==> config.mk <==
export PLATFORM = sky130hd
export DESIGN_NAME = bcd_scan_display
export DESIGN_NICKNAME = d
export VERILOG_FILES = /design/src/rtl/bcd_scan_display.sv
export SDC_FILE = /design/constraint.sdc
export NUM_CORES = 1
export LEC_CHECK = 0
export CORE_MARGIN = 10
export CORE_UTILIZATION = 35
export CTS_CLUSTER_SIZE = 28
export DETAILED_ROUTE_END_ITERATION = 10
export SKIP_LAST_GASP = 1
export SLEW_MARGIN = 15
export SYNTH_ARGS = -nofsm -noshare
export SYNTH_HDL_FRONTEND = slang
export SYNTH_SLANG_ARGS = --single-unit
==> constraint.sdc <==
create_clock -name clk -period 3 [get_ports clk]
set_input_delay 0.45 -clock clk [delete_from_list [all_inputs] [get_ports clk]]
set_output_delay 0.45 -clock clk [all_outputs]
set_load 0.1 [all_outputs]
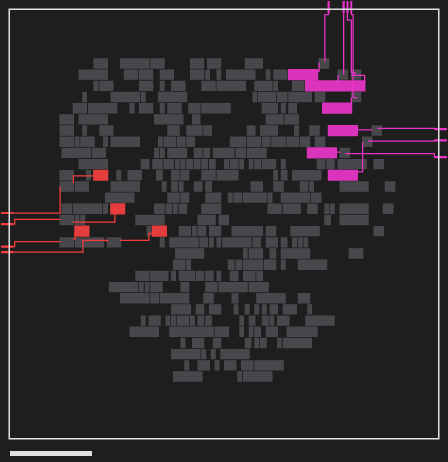
run_1/port_nets.png
The bar under the picture is 20 µm long.
legend:
  `ones`:
    color: red
    bits: 4
    direction: input
    edge: left
    end_cells: 4
    buffers: 4
    wire: 104 µm
  `seg`:
    color: magenta
    bits: 7
    direction: output
    edge: 4 top, 3 right
    end_cells: 7
    buffers: 7
    wire: 147 µm
Ports: 30
input/output buffers: 29

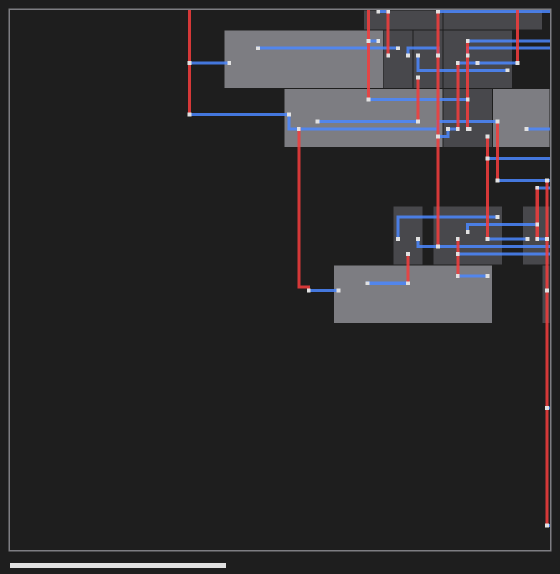
run_1/zoom.png
The bar under the picture is 10 µm long. Region (14, 14) to (39, 39) µm. Cells in gray, sequential cells in the stronger gray; small squares are vias.
legend:
  met2:
    color: red
  met1:
    color: blue
cells with their middle in the window: 10
most frequent: nor2_1 (3), dfxtp_1 (3)
sequential cells in the window: 3

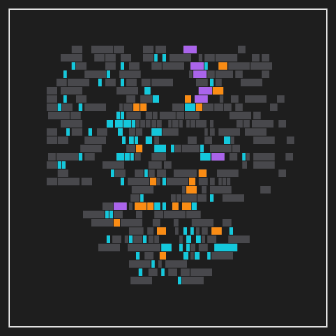
run_1/gate_families.png
legend:
  adder and majority cells:
    color: purple
    cells: 7
  NOR gates:
    color: cyan
    cells: 73
  AND and OR gates:
    color: orange
    cells: 19
fin cells: 398
Commonest Layout Cell: nor2_1
combinational share of cell area: 48.0%

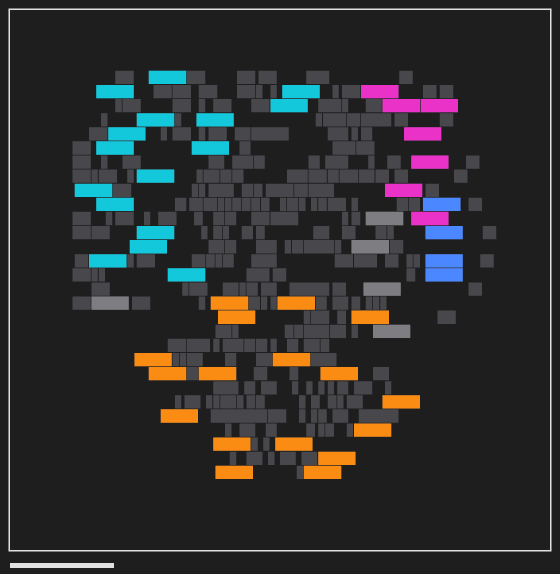
run_1/registers.png
The bar under the picture is 20 µm long.
legend:
  `r_cnt`:
    color: orange
    placed_flops: 17
  `an`:
    color: blue
    placed_flops: 4
    where: middle right
  `seg`:
    color: magenta
    placed_flops: 7
    where: upper right
  `r_snap`:
    color: cyan
    placed_flops: 16
not colored: 5
Storage cell area: 981 µm²
P_seq: 0.685 mW
flop share of the area: 33.2%

==> reports/metrics.cfg, run 1 <==
[power_and_ir_drop]
intPower_mw=0.999
pwr_density_cell_nw_per_um2=438
switching_share_pct=22.7
power_switching_mw=0.293
irDropWorstVdd_mv=0.207
pwr-share-clk_pct=38.0

[setup_path]
end_kind=flop
r2r_cells=9
required_ns=3.23
crit_type=flop to flop

[final_timing]
finalClockPeriodUsage_pct=86.9
finalSetupViolCount=0
finalSetupTns_ns=0
fin_hold_ws_ns=0.537
max_freq_mhz=383
slew_viol_final=0
worst_slew_pin_slew_ns=0.573
grt_setup_unrepaired=false
period_minus_slack_ns=2.61

[clocking]
cts.clk_slew.worst_paths_ns=0.09
cts_max_path_buffers=2
cts_tree=built
postCtsSetupRepairBufs=0
cts_resized=0
htreeDepth=2

[logic_synthesis]
ys_top_cells_by_count=nor2_1, dfxtp_1, mux2i_1, nand2_1, xor2_1
topCellsByArea=dfxtp_1, mux2i_1, nor2_1
top_cell_area_share_pct=39.6
flop_cell=dfxtp_1
ys_cells=273
yosys_warnings=0
fp_nets=298
ys_seq_share_pct=39.6
synth_cell_types=52

[drt]
wl_per_cell_um=13.6
drc=0
drtAntennaViolNets=0
wirelength_mm=5.43
dr.pass1.iters=4
drt_iter0_drc=121
avgViaCountPerCell=5.05

[cells_and_area]
design_area_um2=2950
largest_reg_flops=17
nets=326
area_delta_synth_final_pct=19.1
lay_top_cells=nor2_1, dfxtp_1, nand2_1, mux2i_1
drive_above_1_share_pct=15.6

[floorplanning]
die_width_um=104
chipArea_um2=10800
dieHeight_um=104
core_region_area_um2=6830

[global_routing]
antenna_found_initial=0
grt.met3_usage_pct=2.97
grtUsageMet1_pct=13.4
busiest_layer=met2
grt_pass1_vias=1855
overflow=0
grt_max_degree=25
grt_pass1_wl_mm=9.18
grt_usage_pct=10.0

[job]
warnings=30
cap_violations=0

[placement]
gp_congestion=0.820
place_area_um2=2840
place_hpwl_mm=3.98

[worst_hold_path]
worstHoldPathCells=2

[run_status]
status=complete, no violations

run 1: area by class of cell:
type	count	area, µm²
Inverter	5	18.8
Clock buffer	7	86.3
Multi-Input combinational cell	206	1420
Timing Repair Buffer	34	298
Clock inverter	1	30.0
Tap cell	96	120
Fill cell	692	3880
Sequential cell	49	981
run 1: layer usage:
metal / part of all wire, % / vias up
met1: 54 / 938
met3: 4.2 / 5
met5: 0 / -
li1: - / 1031
met4: 1.6 / 0
met2: 40 / 35
run 1: worst max-delay path: stages (launching register included):
cell	delay, ns
dfxtp_1	0.39
nor4_4	0.40
nand4_4	0.21
nor2_4	0.26
a2bb2oi_2	0.25
o221a_2	0.28
inv_1	0.10
ha_1	0.21
mux2_2	0.27
a31oi_1	0.16
run 1: power by group through the flow:
stage | sequential, mW | clock [mW] | combinational [mW]
final | 0.685 | 0.491 | 0.117
after global routing | 0.688 | 0.524 | 0.129
after CTS | 0.685 | 0.503 | 0.118
after detailed placement | 0.700 | 0 | 0.118
after global placement | 0.700 | 0 | 0.116
after floorplan | 0.699 | 0 | 0.0749
run 1: per-stage QoR:
stage | setup WS [ns] | cells | utilization (%)
6_report | 0.392 | 398 | 43.2
5_1_grt | 0.168 | 398 | 43.2
4_1_cts | 0.392 | 398 | 43.2
3_5_place_dp | 0.418 | 390 | 41.5
3_3_place_gp | 0.474 | 390 | 41.5
2_1_floorplan | 0.580 | 273 | -
run 1: cells by family (layout without fill, tap and decap cells):
family / after synthesis / after routing / synth area share, %
multiplexers: 21 / 21 / 8.59
buffers and inverters: 18 / 47 / 3.43
AND-OR/OR-AND: 35 / 35 / 11.8
flip-flops: 49 / 49 / 39.6
adder cells (fa/ha/maj): 7 / 7 / 3.54
XOR/XNOR: 15 / 15 / 5.30
AND/OR/NAND/NOR: 128 / 128 / 27.7
run_1/final_congestion.png
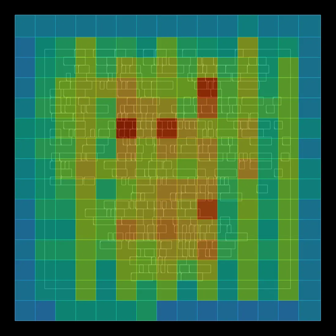

==> run 1 -> run 2 <==
--- a/config.mk
+++ b/config.mk
@@ -9,8 +9,8 @@
 export CORE_UTILIZATION = 35
 export CTS_CLUSTER_SIZE = 28
 export DETAILED_ROUTE_END_ITERATION = 10
+export RECOVER_POWER = 25
 export SKIP_LAST_GASP = 1
-export SLEW_MARGIN = 15
 export SYNTH_ARGS = -nofsm -noshare
 export SYNTH_HDL_FRONTEND = slang
 export SYNTH_SLANG_ARGS = --single-unit
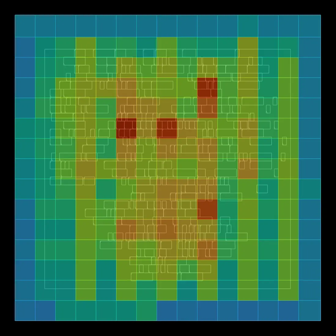
run_2/final_congestion.png
detail-routed net length per standard cell: 13.7 µm
post-layout util: 42.5%
met3 usage: 2.97%

==> run 2 against run 1 <==
Register-to-register slack is essentially flat. Critical path type unchanged. Area after synthesis is the same. Final area shrank 1.5%. Hold slack is essentially flat. Die size is the same. Sequential power is essentially flat. Worst setup slack lost 0.0031 ns. Cell count is the same. Clock power is essentially flat. Critical path depth grew 1. Via count is essentially flat.
==> reports/metrics.cfg, run 2 <==
[setup_path]
required_ns=3.17
r2r_cells=10
end_kind=flop
crit_type=flop to flop

[global_routing]
grt_max_degree=25
overflow=0
antenna_found_initial=0
grt_pass1_wl_mm=9.18
grt_pass1_vias=1855
grt_usage_pct=10.0

[placement]
post-place-ws_ns=0.418
place_hpwl_mm=3.98
numPlacedInstances=390
portBuffers=29

[cells_and_area]
lay_top_count=nor2_1
design_area_um2=2910
lay_top_cells=nor2_1, dfxtp_1, nand2_1, mux2i_1, clkdlybuf4s50_1
fill_cells=699
drive_above_1_share_pct=11.6
final_cells=398
combGateArea_um2=1420
area_delta_synth_final_pct=17.3
largest_reg_flops=17
seq_area_um2=981
nets=326

[final_timing]
maxSlewHeadroom_pct=21.2
setup_ws_ns=0.389
period_minus_slack_ns=2.61
max_freq_mhz=383
grt_setup_unrepaired=false
worst_slew_pin_slew_ns=1.19
finalClockPeriodUsage_pct=87.0
finalSetupTns_ns=0
slew_viol_final=0
finalSetupViolCount=0

[logic_synthesis]
yosys_warnings=0
synth_cell_types=52
synth_flop_count=49
flop_cell=dfxtp_1
topCellsByArea=dfxtp_1, mux2i_1, nor2_1
fp_nets=298
top_cell_area_share_pct=39.6
ys_top_cells_by_count=nor2_1, dfxtp_1, mux2i_1, nand2_1, xor2_1
ys_seq_share_pct=39.6
ys_cells=273
largest_area_cell=dfxtp_1
synthArstFlopShare_pct=0

[worst_hold_path]
hold_path_class=flop to flop
worstHoldPathCells=2

[clocking]
postCtsSetupRepairBufs=0
cts_max_path_buffers=2
cts.clk_slew.worst_paths_ns=0.08
cts_tree=built
htreeDepth=2

[floorplanning]
core_region_area_um2=6830
dieHeight_um=104
die_width_um=104
ioPinCount=30

[run_status]
status=complete, no violations

[drt]
avgViaCountPerCell=5.05
drt_iter0_drc=127
drtAntennaViolNets=0
drc=0
dr.pass1.iters=4
wirelength_mm=5.45

[power_and_ir_drop]
pwr_density_cell_nw_per_um2=444
irDropWorstVdd_mv=0.207

[job]
cap_violations=0
warnings=30

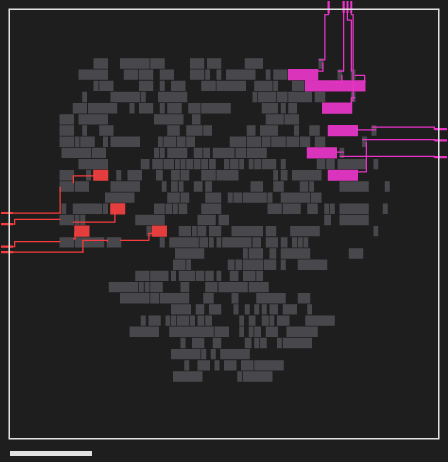
run_2/port_nets.png
The bar under the picture is 20 µm long.
legend:
  `seg`:
    color: magenta
    bits: 7
    direction: output
    edge: 4 top, 3 right
    end_cells: 7
    buffers: 7
    wire: 156 µm
  `ones`:
    color: red
    bits: 4
    direction: input
    edge: left
    end_cells: 4
    buffers: 4
    wire: 104 µm

run 2: cell types whose count changed in the layout (fill, tap and decap cells not counted), sizes merged:
cell           delta
dlygate4sd3       +1
buf              -12
clkbuf           +12
clkdlybuf4s50     -1
run 2: where the power goes:
group | switching, mW | internal [mW] | total (mW)
sequential | 0.0172 | 0.667 | 0.685
clock | 0.218 | 0.272 | 0.490
combinational | 0.0575 | 0.0588 | 0.116
run 2: cell type report:
cell class | instances | area share [%]
clock buffer | 7 | 2.97
clock inverter | 1 | 1.03
inverter | 5 | 0.646
multi-input combinational | 206 | 48.8
sequential | 49 | 33.7
tap | 96 | 4.13
timing repair buffer | 34 | 8.70
run 2: kinds of logic after synthesis:
kind of cell | after synthesis | share of synthesized area, %
AND-OR/OR-AND | 35 | 11.8
XOR/XNOR | 15 | 5.30
adder cells (fa/ha/maj) | 7 | 3.54
buffers and inverters | 18 | 3.43
flip-flops | 49 | 39.6
multiplexers | 21 | 8.59
AND/OR/NAND/NOR | 128 | 27.7
run 2: metrics by stage:
step	hold slack (ns)	util (%)
floorplan	0.479	-
global placement	0.497	41.5
detailed placement	0.519	41.5
CTS	0.541	43.2
global route	0.559	42.5
finish	0.537	42.5
run 2: routing by layer:
| metal | vias up | track usage [%] | wire [µm] |
|---|---|---|---|
| li1 | 1031 | - | - |
| met1 | 933 | 13.4 | 2950 |
| met2 | 39 | 14.2 | 2200 |
| met3 | 5 | 2.97 | 210 |
| met4 | 0 | 4.87 | 90 |
| met5 | - | 0 | 0 |
run 2: critical path: stages, from the launching register on:
cell and delay [ns]:
dfxtp_1 0.37, ha_1 0.21, and4_4 0.28, and2_0 0.43, o2111ai_1 0.17, and2_0 0.20
o221ai_1 0.18, inv_1 0.13, ha_1 0.24, mux2i_1 0.16, o211ai_1 0.11
Power figures rest on the tool's default switching activity, not on a simulated workload.
